run_1/port_trees.png
The bar under the picture is 50 µm long.
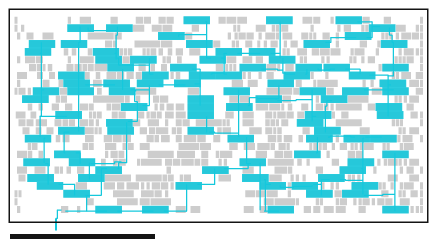
run_1/m2.png
The bar under the picture is 50 µm long.
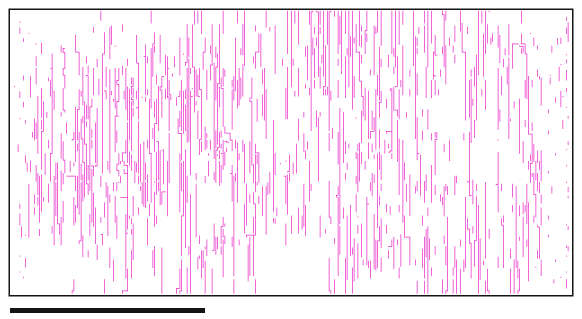
run_1/ff_map.png
Other sequential cells in the stronger grey, the rest of the logic in the fainter grey.
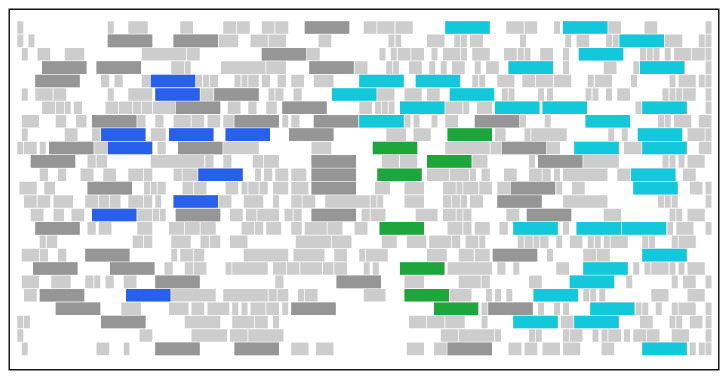
==> config.mk <==
export PLATFORM = sky130hd
export DESIGN_NAME = eeprom_boot_loader_flat
export DESIGN_NICKNAME = d
export VERILOG_FILES = /design/src/rtl/eeprom_boot_loader_pkg.sv /design/src/rtl/eeprom_boot_loader_if.sv /design/src/rtl/eeprom_boot_loader_csum.sv /design/src/rtl/eeprom_boot_loader.sv /design/src/flat_wrapper.sv
export SDC_FILE = /design/constraint.sdc
export NUM_CORES = 1
export LEC_CHECK = 0
export CAP_MARGIN = 20
export CORE_ASPECT_RATIO = 0.5
export CORE_MARGIN = 1
export CORE_UTILIZATION = 46
export CTS_CLUSTER_SIZE = 25
export DETAILED_ROUTE_END_ITERATION = 8
export PLACE_DENSITY_LB_ADDON = 0.15
export SLEW_MARGIN = 30
export SYNTH_ARGS = -nofsm -noshare
export SYNTH_HDL_FRONTEND = slang
export SYNTH_SLANG_ARGS = --single-unit
==> constraint.sdc <==
create_clock -name clk -period 2.29 [get_ports clk]
set_input_delay 0.458 -clock clk [delete_from_list [all_inputs] [get_ports clk]]
set_output_delay 0.458 -clock clk [all_outputs]
set_load 0.1 [all_outputs]
==> src/rtl/eeprom_boot_loader_pkg.sv <==
// Shared types and constants for the EEPROM boot loader.
// The optional checksum is enabled with EEPROM_BOOT_CSUM_EN.
package eeprom_boot_pkg;

    typedef enum logic [1:0] {
        IDLE,
        SETUP,
        ACCESS,
        DONE
    } state_t;

    localparam int WORD_STRIDE = 4;
    localparam int WORD_CNT_DEF = 16;

    function automatic int cnt_width(input int n);
        return (n + 1 > 1) ? $clog2(n + 1) : 1;
    endfunction

    localparam int CNT_W = cnt_width(WORD_CNT_DEF);

endpackage

==> src/rtl/eeprom_boot_loader_if.sv <==
// APB bus between the boot loader (master) and the EEPROM slave.
// Bus-level plumbing only; no logic lives here.
interface eeprom_boot_loader_if #(
    parameter int AWIDTH = 10
);

    logic [AWIDTH-1:0] paddr;
    logic              pwrite;
    logic              psel;
    logic              penable;
    logic [31:0]       pwdata;
    logic [31:0]       prdata;
    logic              pready;
    logic              pslverr;

    modport master (
        output paddr,
        output pwrite,
        output psel,
        output penable,
        output pwdata,
        input  prdata,
        input  pready,
        input  pslverr
    );

    modport slave (
        input  paddr,
        input  pwrite,
        input  psel,
        input  penable,
        input  pwdata,
        output prdata,
        output pready,
        output pslverr
    );

endinterface

==> src/rtl/eeprom_boot_loader_csum.sv <==
// Running 32-bit checksum over the copied words, compared to the last word.
// Built only when EEPROM_BOOT_CSUM_EN is defined.
module eeprom_boot_csum (
    input  logic        clk,
    input  logic        rst_n,
    input  logic        clear,
    input  logic        add,
    input  logic        check,
    input  logic [31:0] data,
    output logic        csum_err
);

    logic [31:0] sum;

    always_ff @(posedge clk or negedge rst_n) begin
        if (!rst_n) begin
            sum      <= '0;
            csum_err <= 1'b0;
        end else if (clear) begin
            sum      <= '0;
            csum_err <= 1'b0;
        end else begin
            if (add) begin
                sum <= sum + data;
            end
            if (check && (sum != data)) begin
                csum_err <= 1'b1;
            end
        end
    end

endmodule

==> src/rtl/eeprom_boot_loader.sv <==
// APB master copying WORD_CNT words from the EEPROM into on-chip memory.
// Optional checksum: define EEPROM_BOOT_CSUM_EN.
module eeprom_boot_loader
    import eeprom_boot_pkg::*;
#(
    parameter int AWIDTH   = 10,
    parameter int MWIDTH   = 8,
    parameter int WORD_CNT = 16
) (
    input  logic                 clk,
    input  logic                 rst_n,
    input  logic                 start,
    input  logic [AWIDTH-1:0]    eep_base,
    input  logic [MWIDTH-1:0]    mem_base,
    eeprom_boot_loader_if.master apb,
    output logic                 mem_we,
    output logic [MWIDTH-1:0]    mem_addr,
    output logic [31:0]          mem_wdata,
    output logic                 busy,
    output logic                 done,
    output logic                 err,
    output logic [AWIDTH-1:0]    err_addr,
    output logic                 csum_err
);

    localparam int KW = cnt_width(WORD_CNT);
    localparam logic [KW-1:0] K_LAST = KW'(WORD_CNT);
    localparam logic [AWIDTH-1:0] STRIDE = AWIDTH'(WORD_STRIDE);

    state_t state;
    state_t state_nx;

    logic [KW-1:0]     k;
    logic [KW-1:0]     k_nx;
    logic [KW-1:0]     k_rsp;
    logic [AWIDTH-1:0] addr_q;
    logic [AWIDTH-1:0] prev_q;
    logic [AWIDTH-1:0] base_q;
    logic [AWIDTH-1:0] base_in;
    logic [MWIDTH-1:0] mbase_q;

    logic accept;
    logic complete;
    logic has_rsp;
    logic last;
    logic nak;

    always_comb begin
        accept   = (state == IDLE) && start;
        complete = (state == ACCESS) && apb.pready;
        has_rsp  = (k != '0);
        last     = (k == K_LAST);
        nak      = complete && has_rsp && apb.pslverr;
        k_nx     = k + KW'(1);
        k_rsp    = k - KW'(1);
        base_in  = eep_base & ~AWIDTH'(3);
        state_nx = state;
        unique case (state)
            IDLE: begin
                if (start) begin
                    state_nx = SETUP;
                end
            end
            SETUP: begin
                state_nx = ACCESS;
            end
            ACCESS: begin
                if (complete) begin
                    state_nx = (nak || last) ? DONE : SETUP;
                end
            end
            DONE: begin
                state_nx = IDLE;
            end
            default: begin
                state_nx = IDLE;
            end
        endcase
    end

    always_ff @(posedge clk or negedge rst_n) begin
        if (!rst_n) begin
            state <= IDLE;
        end else begin
            state <= state_nx;
        end
    end

    // Responses lag one transfer: completion k carries word k-1.
    always_ff @(posedge clk or negedge rst_n) begin
        if (!rst_n) begin
            k         <= '0;
            addr_q    <= '0;
            prev_q    <= '0;
            base_q    <= '0;
            mbase_q   <= '0;
            mem_we    <= 1'b0;
            mem_addr  <= '0;
            mem_wdata <= '0;
            err       <= 1'b0;
            err_addr  <= '0;
        end else begin
            mem_we <= 1'b0;
            if (accept) begin
                k       <= '0;
                base_q  <= base_in;
                addr_q  <= base_in;
                prev_q  <= base_in;
                mbase_q <= mem_base;
                err     <= 1'b0;
            end
            if (complete) begin
                if (nak) begin
                    err      <= 1'b1;
                    err_addr <= prev_q;
                end else begin
                    if (has_rsp) begin
                        mem_we    <= 1'b1;
                        mem_addr  <= mbase_q + MWIDTH'(k_rsp);
                        mem_wdata <= apb.prdata;
                    end
                    if (!last) begin
                        k      <= k_nx;
                        prev_q <= addr_q;
                        // Final transfer only flushes the last response.
                        addr_q <= (k_nx == K_LAST) ? base_q : addr_q + STRIDE;
                    end
                end
            end
        end
    end

    assign apb.psel    = (state == SETUP) || (state == ACCESS);
    assign apb.penable = (state == ACCESS);
    assign apb.paddr   = addr_q;
    assign apb.pwrite  = 1'b0;
    assign apb.pwdata  = '0;
    assign busy        = (state == SETUP) || (state == ACCESS);
    assign done        = (state == DONE);

`ifdef EEPROM_BOOT_CSUM_EN
    logic csum_add;
    logic csum_chk;

    assign csum_add = complete && !nak && has_rsp && !last;
    assign csum_chk = complete && !nak && last;

    eeprom_boot_csum u_csum (
        .clk      (clk),
        .rst_n    (rst_n),
        .clear    (accept),
        .add      (csum_add),
        .check    (csum_chk),
        .data     (apb.prdata),
        .csum_err (csum_err)
    );
`else
    assign csum_err = 1'b0;
`endif

endmodule
==> src/flat_wrapper.sv <==
// flat-port wrapper written by rule: the top's interface ports become plain ports
module eeprom_boot_loader_flat import eeprom_boot_pkg::*;
#(
    parameter int AWIDTH   = 10,
    parameter int MWIDTH   = 8,
    parameter int WORD_CNT = 16
)
  (clk, rst_n, start, eep_base, mem_base, mem_we, mem_addr, mem_wdata, busy, done, err, err_addr, csum_err, apb_paddr, apb_pwrite, apb_psel, apb_penable, apb_pwdata, apb_prdata, apb_pready, apb_pslverr);
  eeprom_boot_loader_if #(.AWIDTH(AWIDTH)) apb_i ();
  input  logic clk;
  input  logic rst_n;
  input  logic start;
  input  logic [AWIDTH-1:0] eep_base;
  input  logic [MWIDTH-1:0] mem_base;
  output logic mem_we;
  output logic [MWIDTH-1:0] mem_addr;
  output logic [31:0] mem_wdata;
  output logic busy;
  output logic done;
  output logic err;
  output logic [AWIDTH-1:0] err_addr;
  output logic csum_err;
  output wire logic [$bits(apb_i.paddr)-1:0] apb_paddr;
  output wire logic [$bits(apb_i.pwrite)-1:0] apb_pwrite;
  output wire logic [$bits(apb_i.psel)-1:0] apb_psel;
  output wire logic [$bits(apb_i.penable)-1:0] apb_penable;
  output wire logic [$bits(apb_i.pwdata)-1:0] apb_pwdata;
  input wire logic [$bits(apb_i.prdata)-1:0] apb_prdata;
  input wire logic [$bits(apb_i.pready)-1:0] apb_pready;
  input wire logic [$bits(apb_i.pslverr)-1:0] apb_pslverr;
  assign apb_paddr = apb_i.paddr;
  assign apb_pwrite = apb_i.pwrite;
  assign apb_psel = apb_i.psel;
  assign apb_penable = apb_i.penable;
  assign apb_pwdata = apb_i.pwdata;
  assign apb_i.prdata = apb_prdata;
  assign apb_i.pready = apb_pready;
  assign apb_i.pslverr = apb_pslverr;
  eeprom_boot_loader #(.AWIDTH(AWIDTH), .MWIDTH(MWIDTH), .WORD_CNT(WORD_CNT)) u_core (.clk(clk), .rst_n(rst_n), .start(start), .eep_base(eep_base), .mem_base(mem_base), .apb(apb_i), .mem_we(mem_we), .mem_addr(mem_addr), .mem_wdata(mem_wdata), .busy(busy), .done(done), .err(err), .err_addr(err_addr), .csum_err(csum_err));
endmodule
==> results.toml, run 1 <==
# physical design summary
[global_routing]
grt_pass1_wl_um = 16300
antenna_found_initial = 0
grt_pass1_vias = 3276
busiest_layer = "met2"
use_met3_pct = 5.12
grt_util_met2_pct = 34.3
use_met1_pct = 26.6
grt_use_total_pct = 20.5

[layout]
lay_top_count = "nand2_1"
clkCellAreaFrac_pct = 5.02
layout-drive-gt1-share_pct = 21.6
nNetsFinal = 660
clock_buffers = 10
num-nonclk-buffers = 136
comb_cells = 338
buffer_area_share_pct = 20.3
nonClockInverterCount = 12
area_dominant_class = "sequential cells"
synthToLayoutAreaGrowth_pct = 31.9
layout_top_cells = "nand2_1 (130), dfrtp_1 (95), buf_4 (77)"
logic_area_um2 = 1960
fin_area_um2 = 6100
n_antenna_cell = 0

[drt]
dr_wl_met3_um = 552
top_layer_used = "met4"
drt-pass1-iter-count = 4
met1_length_um = 4630
vias = 3572
wl_per_cell_um = 13.8
met2WireLength_um = 4830
wirelength_um = 10100
drc_errors = 0
drt_iter0_drc = 147
ant_nets = 0
viasPerCell = 4.88

[yosys]
synth_warnings = 0
ys_seq_share_pct = 51.4
top_area_share_pct = 51.4
synth.largest_area_cell = "dfrtp_1"
async_flop_share_pct = 100
ys_types = 52
ys_area_um2 = 4630
synth.avg_cell_area_um2 = 9.84
synth.cell_area_um2 = 4630
ys_seq_elements = 95
top_cell = "nand2_1"
edf_count = 0
top_cells_by_area = "dfrtp_1 (51%), nand2_1 (11%), buf_4 (6.3%), mux2_2 (4.4%), ha_1 (3.2%)"
ff_type = "dfrtp_1"
syn_inst = 470
yosysCellCount = 470

[clock_network]
cts_tree = "yes"
clk-insertion-delay-late_ns = 0.34
clk_path_buf_depth = 2
cts.sinks = 95
h-tree-depth = 3
clkTransAtPathRegs_ns = 0.07
postCtsResizedCells = 0
ctsHoldBuffers = 0

[setup_path]
critPathCaptureType = "flop"
r2r_cells = 8
setup.worst_path.class = "flop to flop"
cp-endpoint = "u_core.mem_addr[7]"
timing.rr.end = "u_core.mem_addr[7]"
r2r-start = "u_core.k[1]"
rrSetupSlack_ns = 0.14
crit_chain = "inv_1, ha_1, inv_1, ha_1, a21oi_1, o2111ai_1, a31o_2, a31oi_1"
critPathMaxStageDelay_ns = 0.45
cp_slowest_cell = "dfrtp_1"
cp_max_fo = 6
crit_cells = 8
crit_family = "AND-OR/OR-AND gates"
cp.arrival_ns = 2.42
critPathBufInv = 2
required_ns = 2.55

[job]
cap_violations = 0

[sta]
finalSetupViolCount = 0
fmax_mhz = 465
drv_slew = 0
setup_ws_ns = 0.139
finalHoldViolCount = 0
skew_ns = 0.00558
period_used_pct = 93.9
holdWs_ns = 0.0632
grt_setup_unrepaired = "no"
period_needed_ns = 2.15

[floorplan]
die_h_um = 72.9
fp_util_pct = 48.2
rows = 25
die_area_um2 = 10500
core_um2 = 9600

[placed_design]
place.port_buffers = 118
place_inst = 716
place.gp.congestion = 0.820
hpwl_um = 7220
postPlaceCellArea_um2 = 5780
place_ws_ns = 0.119

[status]
status = "complete, no violations"
About port_trees.png:
[rst_n] cyan | bits: 1 | direction: input | edge: bottom | end cells: 95 | wire: 782 µm

About m2.png:
nets with wire on the layer: 542
wire length on this layer: 4830 µm

About ff_map.png:
[u_core.mem_wdata] cyan | flops: 32
[u_core.apb.paddr] blue | flops: 10
[u_core.mbase_q] green | flops: 8
not coloured: 45
register cell area after layout: 2380 µm²
Final Util: 63.5%
flop share of the area: 39.0%

-- run 1: kinds of logic after synthesis --
kind of cell | Yosys count | synth area share, %
AND-OR/OR-AND | 83 | 11.7
XOR/XNOR | 14 | 2.65
adder cells (fa/ha/maj) | 13 | 3.68
buffers and inverters | 70 | 9.39
flip-flops | 95 | 51.4
multiplexers | 18 | 4.38
other | 1 | 0.0811
AND/OR/NAND/NOR | 176 | 16.7
-- run 1: state kept, by name, summed over array words and instances (netlist names), 5 cells and up --
signal            cells
u_core.k              5
u_core.mem_wdata     32
u_core.base_q         8
u_core.err_addr      10
u_core.apb.paddr     10
u_core.mem_addr       8
u_core.mbase_q        8
u_core.prev_q        10
==> run 2: changes to the inputs <==
--- a/config.mk
+++ b/config.mk
@@ -12,6 +12,7 @@
 export CTS_CLUSTER_SIZE = 25
 export DETAILED_ROUTE_END_ITERATION = 8
 export PLACE_DENSITY_LB_ADDON = 0.15
+export SKIP_CTS_REPAIR_TIMING = 1
 export SLEW_MARGIN = 30
 export SYNTH_ARGS = -nofsm -noshare
 export SYNTH_HDL_FRONTEND = slang
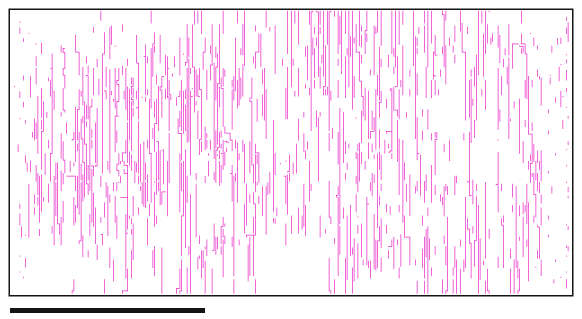
run_2/m2.png
The bar under the picture is 50 µm long.
share of all routed wire: 48%
wire length on this layer: 4830 µm

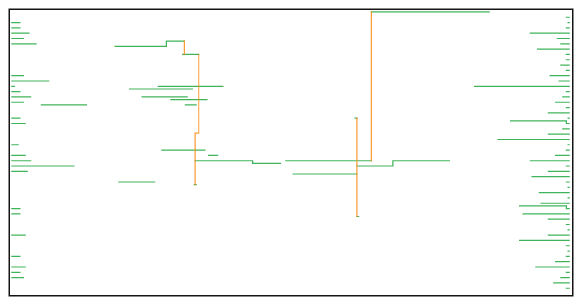
run_2/layers.png
Only two layers are drawn.
[M4] orange | wire length: 101 µm
[M3] green | wire length: 552 µm

==> run 2 against run 1 <==
Against the previous run:
- critical path depth unchanged
- synthesized cell count did not move
- first-iteration DRC count unchanged
- non-clock buffer count unchanged
- highest routed layer unchanged
- global-route usage unchanged
- sequential share of layout area did not move
- utilization is the same
- hold slack is the same
- worst setup slack unchanged
- count of clock-buffer cells in the layout did not move
- sequential cell count unchanged
- largest cell class unchanged
==> results.toml, run 2 <==
# physical design summary
[yosys]
synth.largest_area_cell = "dfrtp_1"
synth.avg_cell_area_um2 = 9.84
top_area_share_pct = 51.4
mux_area_share_pct = 4.38
ff_type = "dfrtp_1"
ys_seq_elements = 95
synth_warnings = 0
yosysCellCount = 470
ys_area_um2 = 4630
aoi_share_pct = 11.7
ys_types = 52
top_cells_by_area = "dfrtp_1 (51%), nand2_1 (11%), buf_4 (6.3%), mux2_2 (4.4%), ha_1 (3.2%)"
syn_inst = 470
ys_sh_simple_pct = 16.7
ys_seq_share_pct = 51.4
fa_ha_area_share_pct = 3.68
edf_count = 0
ys_sh_xor_pct = 2.65
logic_family = "simple AND/OR/NAND/NOR gates"

[placed_design]
hpwl_um = 7220
postPlaceCellArea_um2 = 5780
place_ws_ns = 0.119
place.gp.congestion = 0.820
place.port_buffers = 118

[drt]
drt-pass1-iter-count = 4
ant_nets = 0
vias = 3572
drc_errors = 0
met2WireLength_um = 4830
wirelength_um = 10100
met1_length_um = 4630
viasPerCell = 4.88
dr_wl_met3_um = 552
wl_per_cell_um = 13.8

[layout]
num-nonclk-buffers = 136
nonClockInverterCount = 12
layout_top_cells = "nand2_1 (130), dfrtp_1 (95), buf_4 (77)"
n_antenna_cell = 0
area_dominant_class = "sequential cells"
lay_top_count = "nand2_1"
nNetsFinal = 660
comb_cells = 338
clkCellAreaFrac_pct = 5.02
regMostFlops = "u_core.mem_wdata"
logic_area_um2 = 1960
seq_share_pct = 39.0
fin_area_um2 = 6100
buffer_area_share_pct = 20.3
synthToLayoutAreaGrowth_pct = 31.9

[setup_path]
cp.arrival_ns = 2.42
critPathBufInv = 2
critPathMaxStageDelay_ns = 0.45
critPathCaptureType = "flop"
crit_cells = 8
crit_family = "AND-OR/OR-AND gates"
crit_chain = "inv_1, ha_1, inv_1, ha_1, a21oi_1, o2111ai_1, a31o_2, a31oi_1"
setup.worst_path.class = "flop to flop"
required_ns = 2.55
cp_slowest_cell = "dfrtp_1"
r2r_cells = 8
timing.rr.end = "u_core.mem_addr[7]"

[sta]
period_used_pct = 93.9
finalHoldViolCount = 0
fmax_mhz = 465
grt_setup_unrepaired = "no"
drv_slew = 0
finalSetupViolCount = 0
period_needed_ns = 2.15

[floorplan]
die_h_um = 72.9
fp_util_pct = 48.2
die_area_um2 = 10500
core_um2 = 9600

[clock_network]
h-tree-depth = 3
clk_path_buf_depth = 2
clk-insertion-delay-late_ns = 0.34
cts.sinks = 95

[global_routing]
grt_use_total_pct = 20.5
antenna_found_initial = 0
use_met3_pct = 5.12
grt_util_met2_pct = 34.3
busiest_layer = "met2"
grt_pass1_vias = 3276
grt_pass1_wl_um = 16300

[status]
status = "complete, no violations"
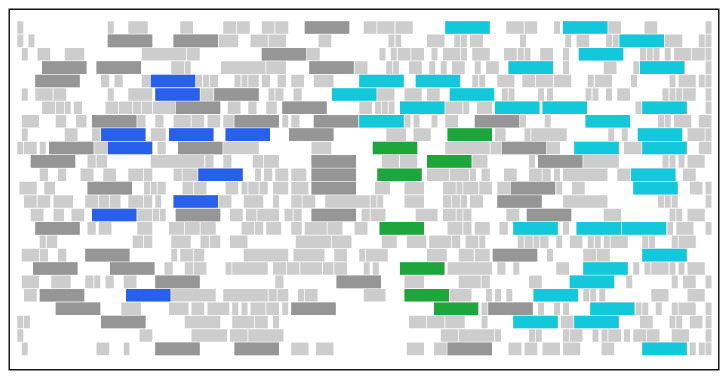
run_2/ff_map.png
Other sequential cells in the stronger grey, the rest of the logic in the fainter grey.
[u_core.apb.paddr] blue | flops: 10
[u_core.mbase_q] green | flops: 8
[u_core.mem_wdata] cyan | flops: 32
not coloured: 45

## run 2: cell counts in the layout (fill, tap and decap cells not counted)
No cell type changed its count.
## run 2: per-stage QoR
stage | hold WS [ns] | util, % | instances
4_1_cts | 0.0712 | 63.4 | 732
6_report | 0.0632 | 63.5 | 732
2_1_floorplan | 0.162 | - | 503
5_1_grt | 0.0850 | 63.5 | 732
3_3_place_gp | 0.439 | 60.2 | 716
3_5_place_dp | 0.443 | 60.2 | 716
